--- src/rtl/sd2_pipelined_divider.sv ---
// Fully pipelined signed integer divider (C-style truncating quotient and remainder).
// Pipeline: operand capture -> sign/absolute cell -> N non-restoring rows -> final adjust.
// A pair sampled at edge k updates z/r at edge k+N+2.
module sd2_pipelined_divider #(
    parameter int N = 4
) (
    input  logic         clock,
    input  logic         reset,
    input  logic [N-1:0] x,
    input  logic [N-1:0] y,
    output logic [N-1:0] z,
    output logic [N-1:0] r
);

    // Partial remainder width: |p| stays below 2*|y| <= 2^N, plus sign.
    localparam int W = N + 2;

    // Operand capture stage
    logic [N-1:0] x_r;
    logic [N-1:0] y_r;
    logic         v_in_r;

    // Per-row pipeline state, index 0 is the sign/absolute stage
    logic [W-1:0] p_r  [0:N];   // signed partial remainder
    logic [N-1:0] aq_r [0:N];   // unconsumed dividend bits (high) / quotient bits (low)
    logic [N-1:0] d_r  [0:N];   // divisor magnitude
    logic         sx_r [0:N];   // dividend sign, gives remainder sign
    logic         sq_r [0:N];   // quotient sign
    logic         dz_r [0:N];   // divide by zero
    logic         v_r  [0:N];   // stage holds a post-reset sample

    logic [N-1:0] ax_s;
    logic [N-1:0] ay_s;
    logic [N-1:0] rem_s;
    logic [N-1:0] q_s;

    // One non-restoring row: shift in the next dividend bit, add or subtract
    // the divisor depending on the current remainder sign, emit a quotient digit.
    // A digit of 1 means the new remainder is non-negative, so the collected
    // digits already form the restoring quotient.
    function automatic logic [W+N-1:0] row_step(
        input logic [W-1:0] p,
        input logic [N-1:0] aq,
        input logic [N-1:0] d
    );
        logic [W-1:0] p_sh;
        logic [W-1:0] p_nx;
        p_sh = {p[W-2:0], aq[N-1]};
        if (p[W-1]) begin
            p_nx = p_sh + {2'b00, d};
        end else begin
            p_nx = p_sh - {2'b00, d};
        end
        return {p_nx, aq[N-2:0], ~p_nx[W-1]};
    endfunction

    // Magnitudes; -2^(N-1) maps onto itself, which reads correctly as unsigned 2^(N-1).
    assign ax_s = x_r[N-1] ? -x_r : x_r;
    assign ay_s = y_r[N-1] ? -y_r : y_r;

    // Final adjust: a negative non-restoring remainder gets the divisor added back.
    // The result lies in [0, |y|), so the low N bits are sufficient.
    assign rem_s = p_r[N][N-1:0] + (p_r[N][W-1] ? d_r[N] : {N{1'b0}});
    assign q_s   = aq_r[N];

    // Capture operands every edge; the valid bit marks post-reset samples.
    always_ff @(posedge clock or negedge reset) begin
        if (!reset) begin
            x_r    <= {N{1'b0}};
            y_r    <= {N{1'b0}};
            v_in_r <= 1'b0;
        end else begin
            x_r    <= x;
            y_r    <= y;
            v_in_r <= 1'b1;
        end
    end

    // Sign/absolute stage followed by the N division rows, one register per row.
    always_ff @(posedge clock or negedge reset) begin
        if (!reset) begin
            for (int i = 0; i <= N; i++) begin
                p_r[i]  <= {W{1'b0}};
                aq_r[i] <= {N{1'b0}};
                d_r[i]  <= {N{1'b0}};
                sx_r[i] <= 1'b0;
                sq_r[i] <= 1'b0;
                dz_r[i] <= 1'b0;
                v_r[i]  <= 1'b0;
            end
        end else begin
            p_r[0]  <= {W{1'b0}};
            aq_r[0] <= ax_s;
            d_r[0]  <= ay_s;
            sx_r[0] <= x_r[N-1];
            sq_r[0] <= x_r[N-1] ^ y_r[N-1];
            dz_r[0] <= (y_r == {N{1'b0}});
            v_r[0]  <= v_in_r;
            for (int i = 1; i <= N; i++) begin
                {p_r[i], aq_r[i]} <= row_step(p_r[i-1], aq_r[i-1], d_r[i-1]);
                d_r[i]  <= d_r[i-1];
                sx_r[i] <= sx_r[i-1];
                sq_r[i] <= sq_r[i-1];
                dz_r[i] <= dz_r[i-1];
                v_r[i]  <= v_r[i-1];
            end
        end
    end

    // Output stage: apply signs, divide-by-zero result, and hold 0/0 for empty stages.
    always_ff @(posedge clock or negedge reset) begin
        if (!reset) begin
            z <= {N{1'b0}};
            r <= {N{1'b0}};
        end else if (!v_r[N]) begin
            z <= {N{1'b0}};
            r <= {N{1'b0}};
        end else if (dz_r[N]) begin
            // Remainder equals |x| here, so restoring its sign returns x itself.
            z <= {N{1'b1}};
            r <= sx_r[N] ? -rem_s : rem_s;
        end else begin
            z <= sq_r[N] ? -q_s : q_s;
            r <= sx_r[N] ? -rem_s : rem_s;
        end
    end

endmodule

--- config.mk ---
export PLATFORM = sky130hd
export DESIGN_NAME = sd2_pipelined_divider
export DESIGN_NICKNAME = d
export VERILOG_FILES = /design/src/rtl/sd2_pipelined_divider.sv
export SDC_FILE = /design/constraint.sdc
export NUM_CORES = 1
export LEC_CHECK = 0
export CAP_MARGIN = 20
export CORE_MARGIN = 3
export CORE_UTILIZATION = 60
export DETAILED_ROUTE_END_ITERATION = 8
export DONT_BUFFER_PORTS = 1
export PLACE_DENSITY = 0.76
export RECOVER_POWER = 50
export SLEW_MARGIN = 25
export SYNTH_ARGS = -nofsm -noshare
export SYNTH_HDL_FRONTEND = slang
export SYNTH_SLANG_ARGS = --single-unit
--- constraint.sdc ---
create_clock -name clock -period 2.51 [get_ports clock]
set_input_delay 0.502 -clock clock [delete_from_list [all_inputs] [get_ports clock]]
set_output_delay 0.502 -clock clock [all_outputs]
set_load 0.02 [all_outputs]
Fig. 1: run 1, sizing map
Bar = 20 um.
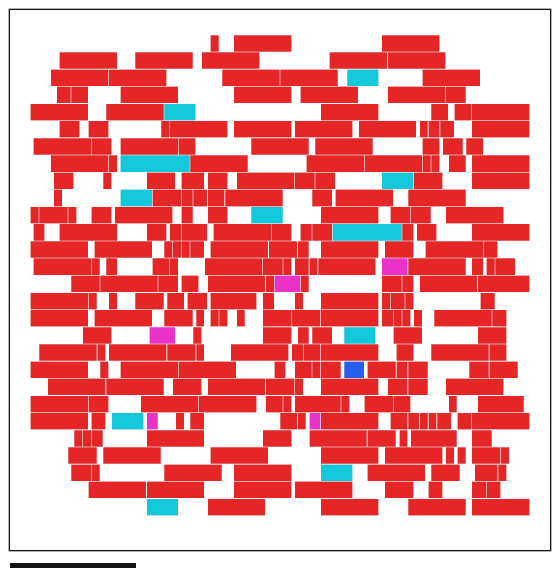
color	size	cells	most used
cyan	_6 and larger	11	clkbuf_8
red	_0 and _1 cells	273	dfrtp_1
blue	_3 and _4 cells	1	clkinv_4
magenta	_2 cells	5	mux2_2
final cell area excluding filler cells: 4100 um2
synthesis-to-finish area growth: 7.91%
worst-case setup margin in the final layout: 0.160 ns
number of signal-net buffers in the layout: 0

Fig. 2: run 1, clock wiring as the flow saved it
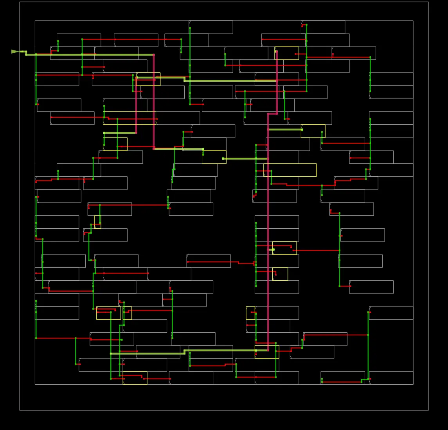
number of CTS-inserted buffers: 9
total clock network power: 1.04 mW
clock latency of the later-clocked register in the worst-skew pair: 0.35 ns

==> ds_physical_params.txt, run 1 <==
Table: implementation figures

Parameter                              Value

Clocking
  CTS H-tree depth .................. 3
  Post-CTS Setup Repair Bufs .................. 0
  Bufs on Longest Clock Path .................. 2
  Clock slew seen by the registers of the worst setup and hold paths .................. 0.09 ns
  Clk Tree Root Cell .................. sky130_fd_sc_hd__clkbuf_8
  CTS sink count .................. 99
  TritonCTS clock tree .................. yes
  Resized cells post-CTS .................. 0

Global routing
  Pin count of the biggest net entering global routing .................. 100
  Aggregate global-route resource usage .................. 15.3%
  Wire length of the first global-routing pass .................. 8390 um

Layout
  Combinational gate area .................. 1190 um2
  Layout cells sized above 1 .................. 5.86%
  Most frequent logic cells in the routed design .................. sky130_fd_sc_hd__dfrtp_1 (99), sky130_fd_sc_hd__inv_1 (33), sky130_fd_sc_hd__ha_1 (27)
  Total Nets Final .................. 327
  Tally of filler cells in the layout .................. 427
  Ant diodes .................. 0
  Max reg flops .................. 22

Run status
  Run status .................. finished with violations
  Failing checks .................. hold timing

Worst setup path
  Crit Path Class .................. reg2reg
  Cell at the slowest stage of the critical path .................. sky130_fd_sc_hd__a2111o_1
  Critical path data required time .................. 2.75 ns
  Arrival @ worst endpoint .................. 2.59 ns
  Startpoint Class .................. register
  Delay of the slowest cell on the worst path .................. 0.45 ns
  Crit path capture type .................. register
  Startpoint of the worst-slack reg-to-reg timing path .................. d_r[12]

Logic synthesis
  Flops after synth .................. 99
  Number of cells produced by synthesis .................. 275
  Top cells, area .................. sky130_fd_sc_hd__dfrtp_1 (65%), sky130_fd_sc_hd__ha_1 (8.9%), sky130_fd_sc_hd__xnor2_1 (4.4%)
  Post-synthesis instance area .................. 3800 um2
  Post-synthesis net count .................. 316
  Number of library cell types mapped by synthesis .................. 34
  Number of synthesis warnings .................. 0
  Cell total in the yosys stat output .................. 275

STA
  Fin. Hold Viols .................. 99
  Fin Setup TNS .................. 0 ns
  Period minus WS final .................. 2.35 ns
  Final hold slack .................. -0.162 ns
  Skew final .................. 0.00777 ns
  Setup repair after global routing missed its margin .................. no

Pwr
  Worst supply voltage drop on vdd .................. 0.636 mV
  Power per standard cell area .................. 1030 nW/um2
  Leakage Power .................. 2.03 nW

Floorplan
  Starting utilization of the core area .................. 63.0%
  Number of top-level design ports .................. 18
  Area of the die .................. 7320 um2

Placement
  HPWL reported at the end of detailed placement .................. 3220 um

Route
  First-iteration detailed-routing DRC count .................. 96
  DRC violation count after routing .................. 0
Fig. 3: run 1, cells colored by class
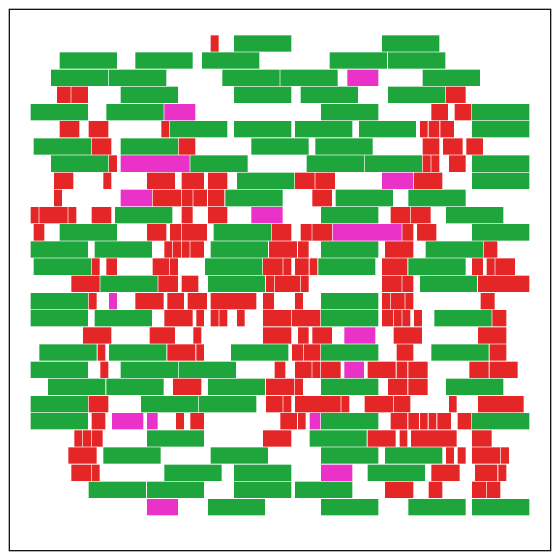
color	class	cells	share of their area
magenta	clock drivers and dummy loads	15	5.2%
red	combinational and other logic	176	33%
green	sequential cells	99	62%
num rows: 28
final design utilization: 68.0%

## run 1: metrics by stage
step                      power, mW  utilization, %  hold WS [ns]  cells
after floorplan                3.01               -         0.206    275
after global placement         3.17            64.6         0.208    350
after detailed placement       3.23            64.6         0.209    350
after CTS                      4.29            68.0        -0.188    365
after global routing           4.54            68.0        -0.199    365
final                          4.22            68.0        -0.162    365
## run 1: worst paths after layout
check / endpoint / slack [ns] / cells past startpoint
worst min register to register: aq_r[11] / 0.35 / 0
worst max-delay path: aq_r[8] / 0.16 / 8
max in group asynchronous: d_r[19] / 2.57 / 0
worst min-delay path: d_r[11] / -0.16 / 0
min in group clock: y_r[0] / 0.17 / 0
worst max register to register: aq_r[8] / 0.16 / 8
## run 1: where the power goes
group / internal (mW) / switching [mW] / total [mW]
registers: 1.88 / 0.192 / 2.07
logic: 0.574 / 0.527 / 1.10
clock network: 0.554 / 0.490 / 1.04
## run 1: routing by layer
layer	share of wire, %	global-route usage [%]	vias up
met4	2.4	7.34	0
met2	53	26.2	31
met5	0	0	-
met1	41	17.3	948
met3	4.0	4.90	12
li1	-	-	918
## run 1: logic make-up after synthesis
group           share of synthesized area, %
compound gates                          6.72
other cells                           0.0988
buf+inv                                 3.36
fa+ha+maj                               11.0
simple gates                            4.88
xor+xnor                                7.51
flops                                   65.3
mux                                     1.15
## run 1: layout make-up
cell class	instances	area share, %
Tap cell	75	2.29
Multi-Input combinational cell	142	29.1
Inverter	34	3.12
Sequential cell	99	60.5
Clock buffer	10	3.12
Clock inverter	5	1.92
Fig. 4: run 1, sequential cells grouped by signal name
Bar = 20 um. Other sequential cells in the stronger gray, the rest of the logic in the fainter gray.
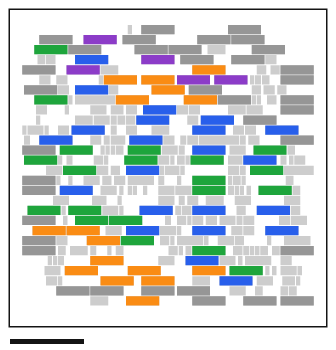

==> inputs of run 2 (changes only) <==
Settings changed: GPL_TIMING_DRIVEN set to 0, TNS_END_PERCENT set to 20.
Fig. 5: run 2, sequential cells grouped by signal name
Bar = 20 um. Other sequential cells in the stronger gray, the rest of the logic in the fainter gray.
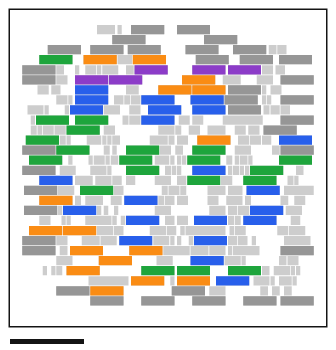
color	signal	flops
purple	sq_r	5
blue	p_r	22
orange	aq_r	16
green	d_r	20
not colored	36
fraction of area in registers: 59.9%
final design utilization: 68.7%
Seq. cell area: 2480 um2
total sequential power: 2.08 mW

Fig. 6: run 2, sizing map
Bar = 20 um.
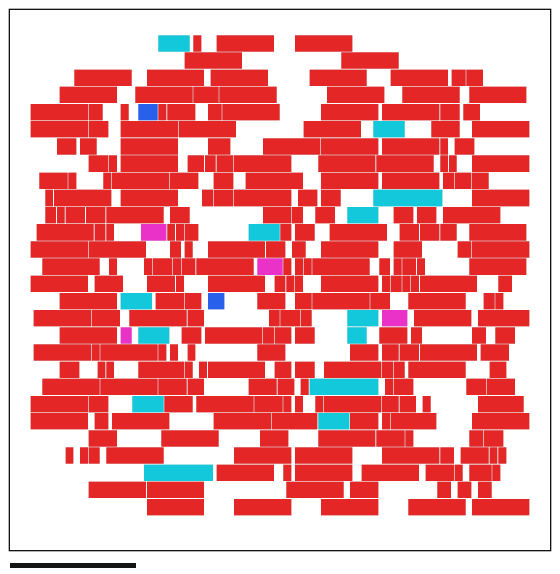
color	size	cells
red	_0 and _1 cells	273
magenta	_2 cells	4
blue	_3 and _4 cells	2
cyan	_6 and larger	13
worst-case setup margin in the final layout: 0.146 ns
final cell area excluding filler cells: 4140 um2

==> ds_physical_params.txt, run 2 <==
Table: implementation figures

Parameter                              Value

Run status
  Run status .................. finished with violations
  Failing checks .................. hold timing

Pwr
  Part of the power in registers .................. 47.7%
  Switch share .................. 28.4%
  Gate power share .................. 25.3%
  Switching power .................. 1.24 mW
  Power per standard cell area .................. 1050 nW/um2
  Worst supply voltage drop on vdd .................. 0.627 mV
  Power Internal .................. 3.12 mW
  Leakage Power .................. 2.05 nW
  Clock share of power .................. 27.0%

STA
  Fin Setup TNS .................. 0 ns
  Skew final .................. 0.0122 ns
  Peak Freq .................. 423 MHz
  Number of max-slew violations in the final report .................. 0
  Relative slew slack .................. 67.2%
  Setup repair after global routing missed its margin .................. no
  Fin. Hold Viols .................. 99
  Final hold slack .................. -0.165 ns
  # setup viols final .................. 0
  Period minus WS final .................. 2.36 ns

Layout
  Leading registers by flop count .................. p_r (22), d_r (20), aq_r (16)
  Total Nets Final .................. 328
  Synthesis-to-finish area growth .................. 9.00%
  Layout cells sized above 1 .................. 6.51%
  Non-filler instance count after layout .................. 367
  Max reg flops .................. 22
  Most frequent logic cells in the routed design .................. sky130_fd_sc_hd__dfrtp_1 (99), sky130_fd_sc_hd__inv_1 (33), sky130_fd_sc_hd__ha_1 (27)
  Ant diodes .................. 0

Logic synthesis
  Number of cells produced by synthesis .................. 275
  Post-synthesis instance area .................. 3800 um2
  Most repeated cell in the gate-level netlist after synthesis .................. sky130_fd_sc_hd__dfrtp_1
  Sequential area share after synthesis .................. 65.3%
  Flops after synth .................. 99
  Post-synthesis net count .................. 316
  Summed standard-cell area reported by yosys .................. 3800 um2
  Top cells, area .................. sky130_fd_sc_hd__dfrtp_1 (65%), sky130_fd_sc_hd__ha_1 (8.9%), sky130_fd_sc_hd__xnor2_1 (4.4%)
  Cell total in the yosys stat output .................. 275
  Number of library cell types mapped by synthesis .................. 34
  Per-instance average area after synthesis .................. 13.8 um2
  Number of synthesis warnings .................. 0
  Async set or reset register ratio after synthesis .................. 100%

Worst hold path
  Worst hold-check path type .................. in2async

Global routing
  Met2 Resource Use GR .................. 25.8%
  Most Used Layer, Global Route .................. met2
  Global-route met3 utilization .................. 4.80%
  Pin count of the biggest net entering global routing .................. 100
  Aggregate global-route resource usage .................. 15.2%
  Wire length of the first global-routing pass .................. 8440 um
  Global routing usage on met1 .................. 16.8%

Worst setup path
  Crit Path Class .................. reg2reg
  Crit-path leading delay family .................. AND-OR/OR-AND gates
  Crit path capture type .................. register
  Crit path depth .................. 8
  FF-to-FF End .................. aq_r[8]
  Startpoint Class .................. register
  Arrival @ worst endpoint .................. 2.60 ns
  Startpoint of the worst-slack reg-to-reg timing path .................. d_r[13]
  Critical-path maximum fanout .................. 4
  Internal reg-to-reg setup slack .................. 0.15 ns
  Worst R2R Path Depth .................. 8
  Capturing instance or port of the critical path .................. aq_r[8]
  Cell at the slowest stage of the critical path .................. sky130_fd_sc_hd__a2111o_1
  Delay of the slowest cell on the worst path .................. 0.44 ns
  Critical path data required time .................. 2.75 ns
  Cells along the critical path .................. inv_1 -> ha_1 -> mux2_2 -> ha_1 -> a21o_1 -> a21o_1 -> a2111o_1 -> o211a_1

Floorplan
  Area of the die .................. 7320 um2
  Number of top-level design ports .................. 18
  Overall die height .................. 85.5 um
  Num rows .................. 28
  Starting utilization of the core area .................. 63.0%

Placement
  Placed Cells incl. Taps .................. 350
  HPWL reported at the end of detailed placement .................. 3320 um

Clocking
  Number of CTS-inserted buffers .................. 9
  CTS sink count .................. 99
  TritonCTS clock tree .................. yes
  CTS H-tree depth .................. 3
  Bufs on Longest Clock Path .................. 2
  Clk Tree Root Cell .................. sky130_fd_sc_hd__clkbuf_8
  Resized cells post-CTS .................. 0
  Clock slew seen by the registers of the worst setup and hold paths .................. 0.09 ns
  Clock latency of the later-clocked register in the worst-skew pair .................. 0.35 ns

Route
  DRC violation count after routing .................. 0
  First-iteration detailed-routing DRC count .................. 68
  Total wirelength of the detailed-routed design .................. 4740 um

Job
  MaxCap Viol Count .................. 0
[run 2: what timing repair did]
action | in CTS | in global routing
setup buffers | 0 | 1
setup endpoints to repair | 0 | 1
endpoints found under the hold margin | 99 | 99
[run 2: layer usage]
layer,up-vias,share of wire [%]
met3,15,4.3
met1,939,40
met2,44,53
li1,920,-
met4,0,2.8
met5,-,0
[run 2: per-stage QoR]
step,worst slack [ns],area [um2],hold WS [ns],power (mW)
after detailed placement,0.118,3890,0.209,3.23
after global placement,0.162,3890,0.208,3.16
final,0.146,4140,-0.165,4.36
after global routing,0.0514,4140,-0.201,4.67
after CTS,0.0768,4130,-0.186,4.42
after floorplan,0.299,3800,0.206,3.01
[run 2: area by class of cell]
type / instances / area (um2)
inverter: 34 / 128
sequential: 99 / 2480
multi-input combinational: 142 / 1190
clock buffer: 10 / 128
timing repair buffer: 1 / 7.51
clock inverter: 6 / 113
tap: 75 / 93.8
fill: 400 / 1890
[run 2: cell families (layout without fill, tap and decap cells)]
group	Yosys count	in the layout	synth area share, %
AND-OR/OR-AND	39	39	6.72
XOR/XNOR	31	31	7.51
adder cells (fa/ha/maj)	31	31	11.0
buffers and inverters	34	51	3.36
flip-flops	99	99	65.3
multiplexers	4	4	1.15
other	1	1	0.0988
AND/OR/NAND/NOR	36	36	4.88
[run 2: power groups by stage]
stage	Sequential (mW)	Clock [mW]	Combinational, mW
finish	2.08	1.18	1.11
global placement	2.10	0	1.06
floorplan	2.07	0	0.938
global route	2.11	1.29	1.27
CTS	2.09	1.21	1.12
detailed placement	2.12	0	1.11
Power and IR drop assume default switching activity.
